`config.mk`:
```
export PLATFORM = sky130hd
export DESIGN_NAME = core_seq
export DESIGN_NICKNAME = d
export VERILOG_FILES = /design/src/rtl/core_seq.sv
export SDC_FILE = /design/constraint.sdc
export NUM_CORES = 1
export LEC_CHECK = 0
export CAP_MARGIN = 20
export CORE_UTILIZATION = 35
export DETAILED_ROUTE_END_ITERATION = 6
export DONT_BUFFER_PORTS = 1
export GPL_TIMING_DRIVEN = 0
export HOLD_SLACK_MARGIN = 0.12
export PLACE_DENSITY = 0.6
export SYNTH_ARGS = -nofsm -noshare
export SYNTH_HDL_FRONTEND = slang
export SYNTH_SLANG_ARGS = --single-unit
```
`constraint.sdc`:
```
create_clock -name clock -period 7.6 [get_ports clock]
set_input_delay 1.52 -clock clock [delete_from_list [all_inputs] [get_ports clock]]
set_output_delay 1.52 -clock clock [all_outputs]
set_load 0.005 [all_outputs]
```
`src/rtl/core_seq.sv`:
```
// core_seq -- multi-cycle instruction sequencer.
//
// Steps each instruction through IDLE -> FETCH -> DECODE -> (MEM) -> WB and
// raises the datapath strobes for each step. The instruction class is
// captured in DECODE and held for the rest of the instruction.
//
// Optional feature macro: CORE_SEQ_TIMEOUT_EN
//   defined   : bus-ack watchdog; a request left without an ack for
//               TIMEOUT_CYCLES cycles sends the FSM to HALT and sets err.
//   undefined : no watchdog; err is tied to 0; requests wait forever.
//
// Parameters:
//   RESET_HOLD     cycles spent in IDLE after reset release (1..15)
//   TIMEOUT_CYCLES bus-ack watchdog limit (1..255), watchdog build only
//
// Ports:
//   clock      rising-edge clock
//   reset      synchronous active-high reset
//   inst_type  decoder class, sampled in DECODE only
//   imem_req   instruction fetch request      imem_ack  fetch data valid
//   dmem_req   data access request            dmem_we   data access is a store
//   dmem_ack   data access complete
//   inst_we    latch fetched word             reg_we    register-file write
//   csr_we     CSR write                      pc_we     PC update
//   pc_jump    PC source: 1 jump target, 0 pc+4 (valid with pc_we)
//   state      current FSM state              retired   retired-instruction count
//   halted     FSM is in HALT                 err       bus timeout occurred
module core_seq #(
    parameter int unsigned RESET_HOLD     = 1,
    parameter int unsigned TIMEOUT_CYCLES = 255
) (
    input  logic        clock,
    input  logic        reset,
    input  logic [4:0]  inst_type,
    output logic        imem_req,
    input  logic        imem_ack,
    output logic        dmem_req,
    output logic        dmem_we,
    input  logic        dmem_ack,
    output logic        inst_we,
    output logic        reg_we,
    output logic        csr_we,
    output logic        pc_we,
    output logic        pc_jump,
    output logic [2:0]  state,
    output logic [31:0] retired,
    output logic        halted,
    output logic        err
);

    typedef enum logic [2:0] {
        IDLE   = 3'd0,
        FETCH  = 3'd1,
        DECODE = 3'd2,
        MEM    = 3'd3,
        WB     = 3'd4,
        HALT   = 3'd5
    } state_t;

    state_t      state_r;
    state_t      state_nx_s;
    logic [3:0]  hold_cnt_r;
    logic [4:0]  inst_r;
    logic [31:0] retired_r;
    logic        timeout_s;
    logic        err_set_s;
    logic        wait_s;

    function automatic logic is_store(input logic [4:0] cls);
        return (cls[4:2] == 3'b011);
    endfunction

    function automatic logic is_csr(input logic [4:0] cls);
        return (cls[4:3] == 2'b10);
    endfunction

    // Next-state and strobe decode from the current state and the acks.
    always_comb begin
        state_nx_s = state_r;
        imem_req   = 1'b0;
        dmem_req   = 1'b0;
        dmem_we    = 1'b0;
        inst_we    = 1'b0;
        reg_we     = 1'b0;
        csr_we     = 1'b0;
        pc_we      = 1'b0;
        pc_jump    = 1'b0;
        err_set_s  = 1'b0;
        wait_s     = 1'b0;
        case (state_r)
            IDLE: begin
                if (hold_cnt_r == 4'(RESET_HOLD - 1)) begin
                    state_nx_s = FETCH;
                end else begin
                    state_nx_s = IDLE;
                end
            end
            FETCH: begin
                imem_req = 1'b1;
                if (imem_ack) begin
                    inst_we    = 1'b1;
                    state_nx_s = DECODE;
                end else if (timeout_s) begin
                    err_set_s  = 1'b1;
                    state_nx_s = HALT;
                end else begin
                    wait_s     = 1'b1;
                    state_nx_s = FETCH;
                end
            end
            DECODE: begin
                casez (inst_type)
                    5'b010??, 5'b011??:                         state_nx_s = MEM;
                    5'b00001, 5'b00010, 5'b00011, 5'b00100,
                    5'b10???:                                   state_nx_s = WB;
                    default:                                    state_nx_s = HALT;
                endcase
            end
            MEM: begin
                dmem_req = 1'b1;
                dmem_we  = is_store(inst_r);
                if (dmem_ack) begin
                    if (is_store(inst_r)) begin
                        pc_we      = 1'b1;
                        state_nx_s = FETCH;
                    end else begin
                        state_nx_s = WB;
                    end
                end else if (timeout_s) begin
                    err_set_s  = 1'b1;
                    state_nx_s = HALT;
                end else begin
                    wait_s     = 1'b1;
                    state_nx_s = MEM;
                end
            end
            WB: begin
                pc_we      = 1'b1;
                reg_we     = !is_store(inst_r);
                csr_we     = is_csr(inst_r);
                pc_jump    = (inst_r == 5'b00100);
                state_nx_s = FETCH;
            end
            HALT: begin
                state_nx_s = HALT;
            end
            default: begin
                // Unused encodings 6 and 7 fall into HALT.
                state_nx_s = HALT;
            end
        endcase
    end

    // State register.
    always_ff @(posedge clock) begin
        if (reset) begin
            state_r <= IDLE;
        end else begin
            state_r <= state_nx_s;
        end
    end

    // IDLE dwell counter; restarts whenever the FSM is outside IDLE.
    always_ff @(posedge clock) begin
        if (reset) begin
            hold_cnt_r <= 4'd0;
        end else if (state_r == IDLE) begin
            hold_cnt_r <= hold_cnt_r + 4'd1;
        end else begin
            hold_cnt_r <= 4'd0;
        end
    end

    // Instruction class captured in DECODE so later inst_type changes are ignored.
    always_ff @(posedge clock) begin
        if (reset) begin
            inst_r <= 5'd0;
        end else if (state_r == DECODE) begin
            inst_r <= inst_type;
        end else begin
            inst_r <= inst_r;
        end
    end

    // Retired-instruction counter, one per PC update, wraps naturally.
    always_ff @(posedge clock) begin
        if (reset) begin
            retired_r <= 32'd0;
        end else if (pc_we) begin
            retired_r <= retired_r + 32'd1;
        end else begin
            retired_r <= retired_r;
        end
    end

`ifdef CORE_SEQ_TIMEOUT_EN
    logic [7:0] wait_cnt_r;
    logic       err_r;

    // Limit is hit in the cycle whose no-ack wait would bring the count to TIMEOUT_CYCLES.
    assign timeout_s = ((wait_cnt_r + 8'd1) == 8'(TIMEOUT_CYCLES));

    // Wait counter: counts unacked request cycles, cleared by any ack or non-request state.
    always_ff @(posedge clock) begin
        if (reset) begin
            wait_cnt_r <= 8'd0;
        end else if (wait_s) begin
            wait_cnt_r <= wait_cnt_r + 8'd1;
        end else begin
            wait_cnt_r <= 8'd0;
        end
    end

    // Sticky timeout flag.
    always_ff @(posedge clock) begin
        if (reset) begin
            err_r <= 1'b0;
        end else if (err_set_s) begin
            err_r <= 1'b1;
        end else begin
            err_r <= err_r;
        end
    end

    assign err = err_r;
`else
    logic unused_timeout_s;

    assign timeout_s        = 1'b0;
    assign err              = 1'b0;
    assign unused_timeout_s = ^{8'(TIMEOUT_CYCLES), wait_s, err_set_s};
`endif

    assign state   = state_r;
    assign retired = retired_r;
    assign halted  = (state_r == HALT);

endmodule

```
Figure 1. Cells colored by class (run 1).
The bar under the picture is 20 um long.
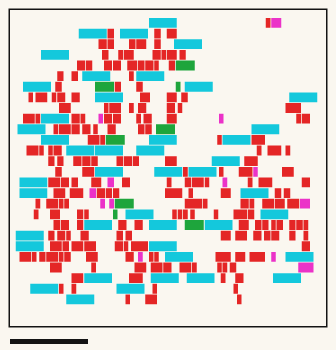
legend:
  green:
    class: clock drivers and dummy loads
    cells: 8
  magenta:
    class: other buffers and delay cells
    cells: 13
  red:
    class: all other logic
    cells: 205
  cyan:
    class: flip-flops
    cells: 44
floorplan row count: 28
flip-flop and latch share of the layout cell area: 37.3%
core area: 5960 um^2
Layout Cell Area excl Fill: 2360 um^2
post-layout util: 39.6%

Figure 2. Track usage over the die (run 1).
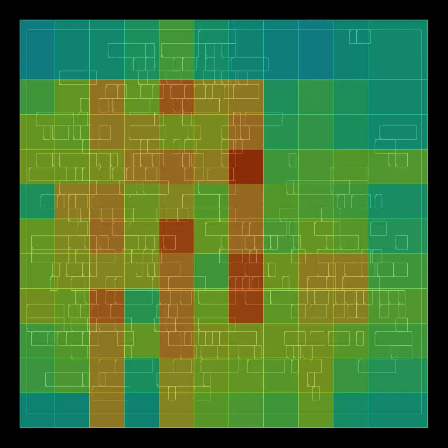
mean routed wirelength per cell: 14.9 um
layer with the highest usage after global routing: met2
global routing usage on met2: 24.7%
Global Route met1 Usage: 20.8%
met3 Resource Use GR: 5.96%

==> out/metrics.cfg, run 1 <==
[clock_tree]
clkTransAtPathRegs_ns=0.08
clock_path_buffers=2
insertion_delay_ns=0.30
post-cts-setup-buffer-count=0

[outcome]
run_status=finished clean

[synthesis]
synth_seq_share_pct=40.5
ys_cells=262
synthesis.nets=274
ys_async_rst_share_pct=0

[placement]
pre_cts_ws_ns=3.92
numPlacedInstances=337

[power_and_ir_drop]
combinationalPowerShare_pct=14.9
pwr-share-clk_pct=32.1
vdd.ir_drop.worst_mv=0.0835

[critical_path]
timing.critical_path.required_ns=6.08
worst_path_max_delay_cell=sky130_fd_sc_hd__o21ai_1
cpLargestDelayFamily=AND-OR/OR-AND gates
cp.arrival_ns=2.07

[finish]
num-nonclk-buffers=13
combinational_gate_count=198
lay_top_cells=sky130_fd_sc_hd__dfxtp_1 (44), sky130_fd_sc_hd__nor2_1 (32), sky130_fd_sc_hd__nand2_1 (20), sky130_fd_sc_hd__a21oi_1 (18)

[sta]
worst_pin_slew_ns=0.874
clock.fmax_ghz=0.279

[drt]
drt_iter0_drc=51
count_of_tritonroute_iterations_in_the_first_routing_pass=4

[global_routing]
grt_antenna_before_repair=0

Figure 3. Routed metal per tile (run 1).
The bar under the picture is 20 um long. 16 x 16 tiles, from dark purple (low) to yellow (high), scaled to the fullest tile. Values are wire area over tile area, all layers added.
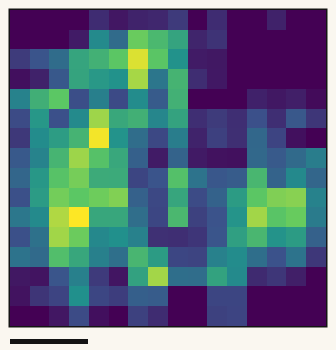
emptiest ninth of the die: north-east
tiles over half the peak: 27%
fullest tile: 0.40
nearly empty tiles: 18%

Figure 4. Port wiring (run 1).
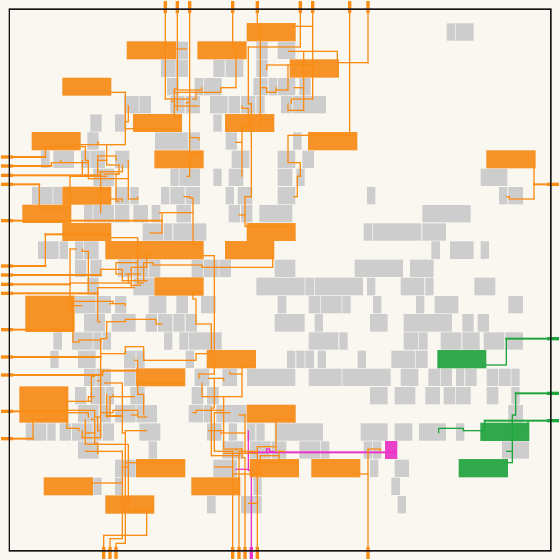
legend:
  green:
    port: state
    bits: 3
    direction: output
    end_cells: 3
    wire: 50.7 um
  orange:
    port: retired
    bits: 32
    direction: output
    end_cells: 32
    wire: 1200 um
  magenta:
    port: pc_we
    bits: 1
    direction: output
    end_cells: 1
    wire: 43.8 um

[run 1: cell usage after synthesis, types with 5 or more instances]
master,instances
sky130_fd_sc_hd__a21oi_1,18
sky130_fd_sc_hd__clkbuf_1,7
sky130_fd_sc_hd__dfxtp_1,44
sky130_fd_sc_hd__inv_1,7
sky130_fd_sc_hd__mux2i_1,6
sky130_fd_sc_hd__nand2_1,20
sky130_fd_sc_hd__nand3_1,7
sky130_fd_sc_hd__nand4_1,11
sky130_fd_sc_hd__nor2_1,32
sky130_fd_sc_hd__nor3_1,9
sky130_fd_sc_hd__o21ai_0,13
sky130_fd_sc_hd__or3_1,11
sky130_fd_sc_hd__or4_1,6
sky130_fd_sc_hd__xnor2_1,13
sky130_fd_sc_hd__xor2_1,5
[run 1: layer usage]
layer,global-route usage [%],vias to the layer above,part of all wire (%)
met3,5.96,7,7.6
li1,-,951,-
met2,24.7,56,45
met1,20.8,906,47
met4,4.29,0,1.0
met5,0,-,0
[run 1: how the worst min path moves through the flow]
stage / to / slack (ns) / startpoint / cells past startpoint
floorplan: hold_cnt_r[0] / 0.43 / hold_cnt_r[0] / 1
global placement: hold_cnt_r[0] / 0.45 / hold_cnt_r[0] / 1
finish: hold_cnt_r[0] / 0.49 / hold_cnt_r[0] / 1
detailed placement: inst_r[1] / 0.48 / inst_r[1] / 2
CTS: inst_r[1] / 0.50 / inst_r[1] / 2
global route: inst_r[0] / 0.54 / inst_r[0] / 2
[run 1: registers in the layout (all words and copies together) (netlist names)]
| register | count |
|---|---|
| hold_cnt_r | 4 |
| state | 3 |
| retired | 32 |
| inst_r | 5 |
[run 1: cell families after synthesis]
group / after synthesis
mux: 7
flops: 44
other cells: 1
buf+inv: 20
simple gates: 129
xor+xnor: 18
fa+ha+maj: 3
compound gates: 40
## Run 2: what changed since run 1
--- a/config.mk
+++ b/config.mk
@@ -11,7 +11,7 @@
 export DONT_BUFFER_PORTS = 1
 export GPL_TIMING_DRIVEN = 0
 export HOLD_SLACK_MARGIN = 0.12
-export PLACE_DENSITY = 0.6
+export PLACE_DENSITY = 0.62
 export SYNTH_ARGS = -nofsm -noshare
 export SYNTH_HDL_FRONTEND = slang
 export SYNTH_SLANG_ARGS = --single-unit
==> constraint.sdc (replaced) <==
create_clock -name clock -period 3.2 [get_ports clock]
set_input_delay 0.64 -clock clock [delete_from_list [all_inputs] [get_ports clock]]
set_output_delay 0.64 -clock clock [all_outputs]
set_load 0.005 [all_outputs]
Figure 5. Routed metal per tile (run 2).
The bar under the picture is 20 um long. 16 x 16 tiles, from dark purple (low) to yellow (high), scaled to the fullest tile. Values are wire area over tile area, all layers added.
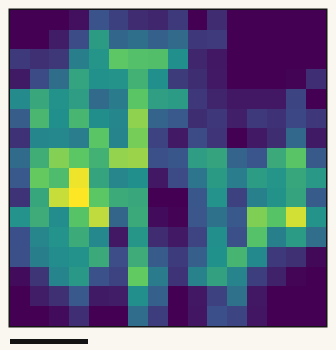
tiles over half the peak: 27%
emptiest ninth of the die: north-east
fullest tile: 0.41
densest ninth of the die: west
nearly empty tiles: 18%
GRT Total Usage: 16.3%
overall via count from detail_route: 1867
mean routed wirelength per cell: 14.9 um
total routed wirelength: 5.15 mm

Figure 6. Port wiring (run 2).
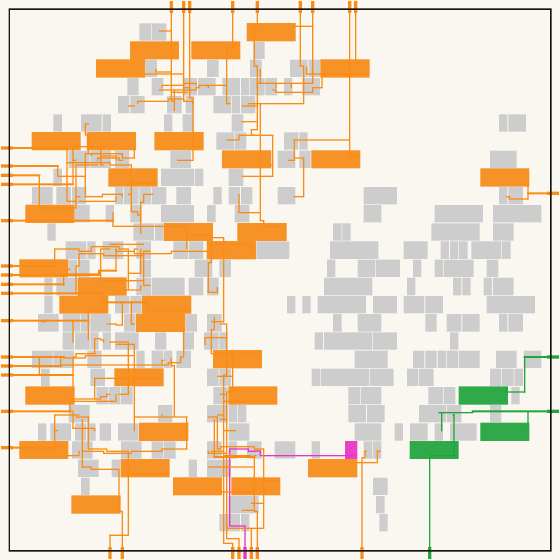
legend:
  orange:
    port: retired
    bits: 32
    direction: output
    end_cells: 32
    wire: 1200 um
  green:
    port: state
    bits: 3
    direction: output
    end_cells: 3
    wire: 57.4 um
  magenta:
    port: pc_we
    bits: 1
    direction: output
    end_cells: 1
    wire: 37.0 um
count of boundary I/O pins: 54
number of port buffers: 0

==> run 2 against run 1 <==
Clock-buffer cell count fell by 2. Register-to-register slack got worse by 4.4 ns. Critical path type is now reg2reg. Sequential power rose by 140%. Combinational power rose by 140%. Routed wire length rose by 0.55%. Die area did not move. Largest power group unchanged. Sequential share of layout area fell by 0.12 points.
==> out/metrics.cfg, run 2 <==
[outcome]
run_status=finished clean

[finish]
final_core_util_pct=39.7
stdcell_area_um2=2370
largest_reg_flops=32
lay_top_cells=sky130_fd_sc_hd__dfxtp_1 (44), sky130_fd_sc_hd__nor2_1 (32), sky130_fd_sc_hd__nand2_1 (20), sky130_fd_sc_hd__a21oi_1 (18)

[synthesis]
synth_dominant_cell_count=sky130_fd_sc_hd__dfxtp_1
ys_cells=262
ys_async_rst_share_pct=0
synthesis.nets=274
common_cells=sky130_fd_sc_hd__dfxtp_1 (44), sky130_fd_sc_hd__nor2_1 (32), sky130_fd_sc_hd__nand2_1 (20), sky130_fd_sc_hd__a21oi_1 (18)

[sta]
clock.fmax_ghz=0.355
worst_pin_slew_ns=0.809

[drt]
drt-met1-wl_mm=2.39
drt_iter0_drc=51

[placement]
numPlacedInstances=337

[clock_tree]
insertion_delay_ns=0.30
post-cts-setup-buffer-count=0

[critical_path]
cpLargestDelayFamily=simple AND/OR/NAND/NOR gates
worst_path_max_delay_cell=sky130_fd_sc_hd__or4b_1

[hold_path]
hold-path-cell-count=1
hold-path-endpoint=hold_cnt_r[0]
min-delay-start=hold_cnt_r[0]

[power_and_ir_drop]
vdd.ir_drop.worst_mv=0.255
pwr-share-clk_pct=32.7
combinationalPowerShare_pct=14.8

[floorplan]
placementRows=28

[global_routing]
met3_usage_pct=5.17
grt_antenna_before_repair=0
top_usage_layer=met2

run 2: cell types whose count changed in the layout (fill, tap and decap cells not counted), sizes merged:
cell / previous run / this run
clkbuf: 15 / 13
clkinvlp: 0 / 2
run 2: area by class of cell:
| class | count | area [um^2] | share of cell area, % |
|---|---|---|---|
| inverters | 7 | 26.3 | 1.11 |
| clock buffers | 6 | 82.6 | 3.49 |
| multi-input cells | 198 | 1200 | 50.8 |
| clock inverters | 2 | 15.0 | 0.635 |
| well taps | 75 | 93.8 | 3.97 |
| plain buffers | 13 | 66.3 | 2.80 |
| flip-flops and latches | 44 | 881 | 37.2 |
run 2: metrics by stage:
stage          hold slack [ns]  worst slack [ns]
6_report                 0.476             0.384
5_1_grt                  0.500             0.214
4_1_cts                  0.485             0.370
3_5_place_dp             0.465             0.370
3_3_place_gp             0.449             0.383
2_1_floorplan            0.430             0.697
run 2: logic make-up (layout without fill, tap and decap cells):
kind of cell | count (synthesis) | after routing | share of synthesized area, %
and+or+nand+nor | 129 | 129 | 32.7
muxes | 7 | 7 | 3.28
adders and majority gates | 3 | 3 | 1.73
xor gates and xnor gates | 18 | 18 | 7.25
AOI/OAI and AO/OA | 40 | 40 | 10.1
other | 1 | 1 | 0.172
DFF | 44 | 44 | 40.5
buffers and inverters | 20 | 28 | 4.26
run 2: worst register-to-register path: stages (launching register included):
cell and delay (ns):
sky130_fd_sc_hd__dfxtp_1 0.36, sky130_fd_sc_hd__buf_4 0.16, sky130_fd_sc_hd__or3b_4 0.42, sky130_fd_sc_hd__o32a_2 0.26
sky130_fd_sc_hd__or4b_1 0.53, sky130_fd_sc_hd__buf_2 0.19, sky130_fd_sc_hd__nor4_1 0.42, sky130_fd_sc_hd__mux2_2 0.38
## Run 3: what changed since run 2
--- a/config.mk
+++ b/config.mk
@@ -8,10 +8,10 @@
 export CAP_MARGIN = 20
 export CORE_UTILIZATION = 35
 export DETAILED_ROUTE_END_ITERATION = 6
-export DONT_BUFFER_PORTS = 1
 export GPL_TIMING_DRIVEN = 0
 export HOLD_SLACK_MARGIN = 0.12
-export PLACE_DENSITY = 0.62
+export PLACE_DENSITY = 0.73
+export REMOVE_ABC_BUFFERS = 1
 export SYNTH_ARGS = -nofsm -noshare
 export SYNTH_HDL_FRONTEND = slang
 export SYNTH_SLANG_ARGS = --single-unit
Figure 7. Cells colored by class (run 3).
The bar under the picture is 20 um long.
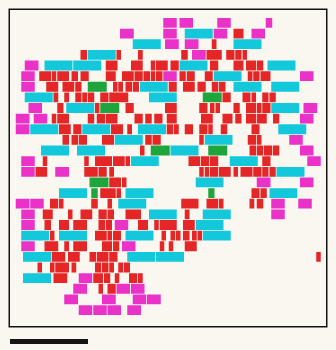
legend:
  green:
    class: clock drivers and dummy loads
    cells: 8
  magenta:
    class: other buffers and delay cells
    cells: 52
  red:
    class: all other logic
    cells: 205
  cyan:
    class: flip-flops
    cells: 44

Figure 8. Track usage over the die (run 3).
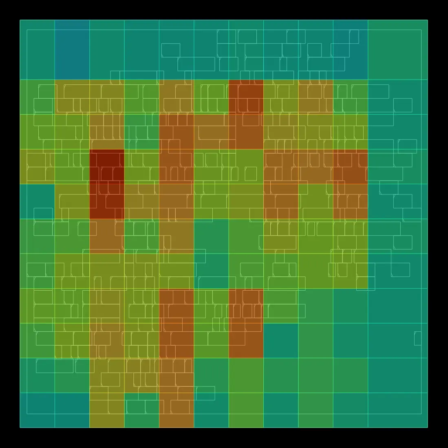
global routing usage on met2: 24.6%
GRT Total Usage: 15.7%

==> run 3 against run 2 <==
Fmax fell by 4.4%. Highest routed layer unchanged. Largest cell class unchanged. Largest power group unchanged. Clock power fell by 4%. Critical path depth fell by 1. Clock skew fell by 0.0034 ns. Design area rose by 19%. Routed wire length fell by 6.2%. Synthesized cell count did not move. Sequential power rose by 3%. Area after synthesis did not move. Critical endpoint unchanged.
==> out/metrics.cfg, run 3 <==
[sta]
clock.fmax_ghz=0.340
worst_pin_slew_ns=0.823
post-route-worst-setup-slack_ns=0.255

[critical_path]
cp.arrival_ns=3.14
timing.critical_path.required_ns=3.39

[global_routing]
top_usage_layer=met2
met3_usage_pct=3.71
grt_antenna_before_repair=0

[synthesis]
ys_cells=262
common_cells=sky130_fd_sc_hd__dfxtp_1 (44), sky130_fd_sc_hd__nor2_1 (32), sky130_fd_sc_hd__nand2_1 (20), sky130_fd_sc_hd__a21oi_1 (18)
synth_seq_share_pct=40.5
ys_async_rst_share_pct=0
synth_dominant_cell_count=sky130_fd_sc_hd__dfxtp_1

[drt]
drt_iter0_drc=86
met3_length_um=214
drt-met1-wl_mm=2.40
route.detailed.wl_per_inst_um=12.6
routed-wl-met2_mm=2.17
routed.top_layer=met4

[finish]
mi_logic_area_um2=1200
largest_reg_flops=32
final_core_util_pct=47.2

[power_and_ir_drop]
vdd.ir_drop.worst_mv=0.218
combinationalPowerShare_pct=16.6

[placement]
io_buffers=52
pre_cts_ws_ns=-0.186
numPlacedInstances=376

[clock_tree]
post-cts-setup-buffer-count=0
clock_path_buffers=2
clkTransAtPathRegs_ns=0.09
insertion_delay_ns=0.30

[outcome]
run_status=finished clean

[floorplan]
coreArea_um2=5960

[hold_path]
hold-path-cell-count=1

run 3: final cells by class:
type	instances	area share, %
well taps	75	3.33
repair buffers	52	18.3
multi-input cells	198	42.8
clock buffers	6	2.93
flip-flops and latches	44	31.3
clock inverters	2	0.356
inverters	7	0.934
run 3: worst max-delay path, stage by stage:
cell	delay, ns
sky130_fd_sc_hd__clkdlybuf4s50_1	0.53
sky130_fd_sc_hd__nand4b_1	0.13
sky130_fd_sc_hd__o32a_2	0.55
sky130_fd_sc_hd__or4b_4	0.65
sky130_fd_sc_hd__nor4_1	0.27
sky130_fd_sc_hd__mux2_2	0.37
run 3: stage by stage:
step | instance area [um^2] | total power [mW]
2_1_floorplan | 2110 | 0.721
3_3_place_gp | 2720 | 0.821
3_5_place_dp | 2720 | 0.824
4_1_cts | 2810 | 1.18
5_1_grt | 2810 | 1.23
6_report | 2810 | 1.17
run 3: worst paths after layout:
kind	to	from	slack, ns
min	hold_cnt_r[0]	hold_cnt_r[0]	0.48
min reg2reg	hold_cnt_r[0]	hold_cnt_r[0]	0.48
max	retired[31]	dmem_ack	0.26
max reg2reg	retired[31]	state[2]	0.49
run 3: kinds of logic (layout without fill, tap and decap cells):
| kind of cell | count (synthesis) | count (layout) | share of synthesized area (%) |
|---|---|---|---|
| AND/OR/NAND/NOR | 129 | 129 | 32.7 |
| flip-flops | 44 | 44 | 40.5 |
| AND-OR/OR-AND | 40 | 40 | 10.1 |
| buffers and inverters | 20 | 67 | 4.26 |
| XOR/XNOR | 18 | 18 | 7.25 |
| multiplexers | 7 | 7 | 3.28 |
| adder cells (fa/ha/maj) | 3 | 3 | 1.73 |
| other | 1 | 1 | 0.172 |
No activity file was given, so power comes from the tool's default toggle rates.
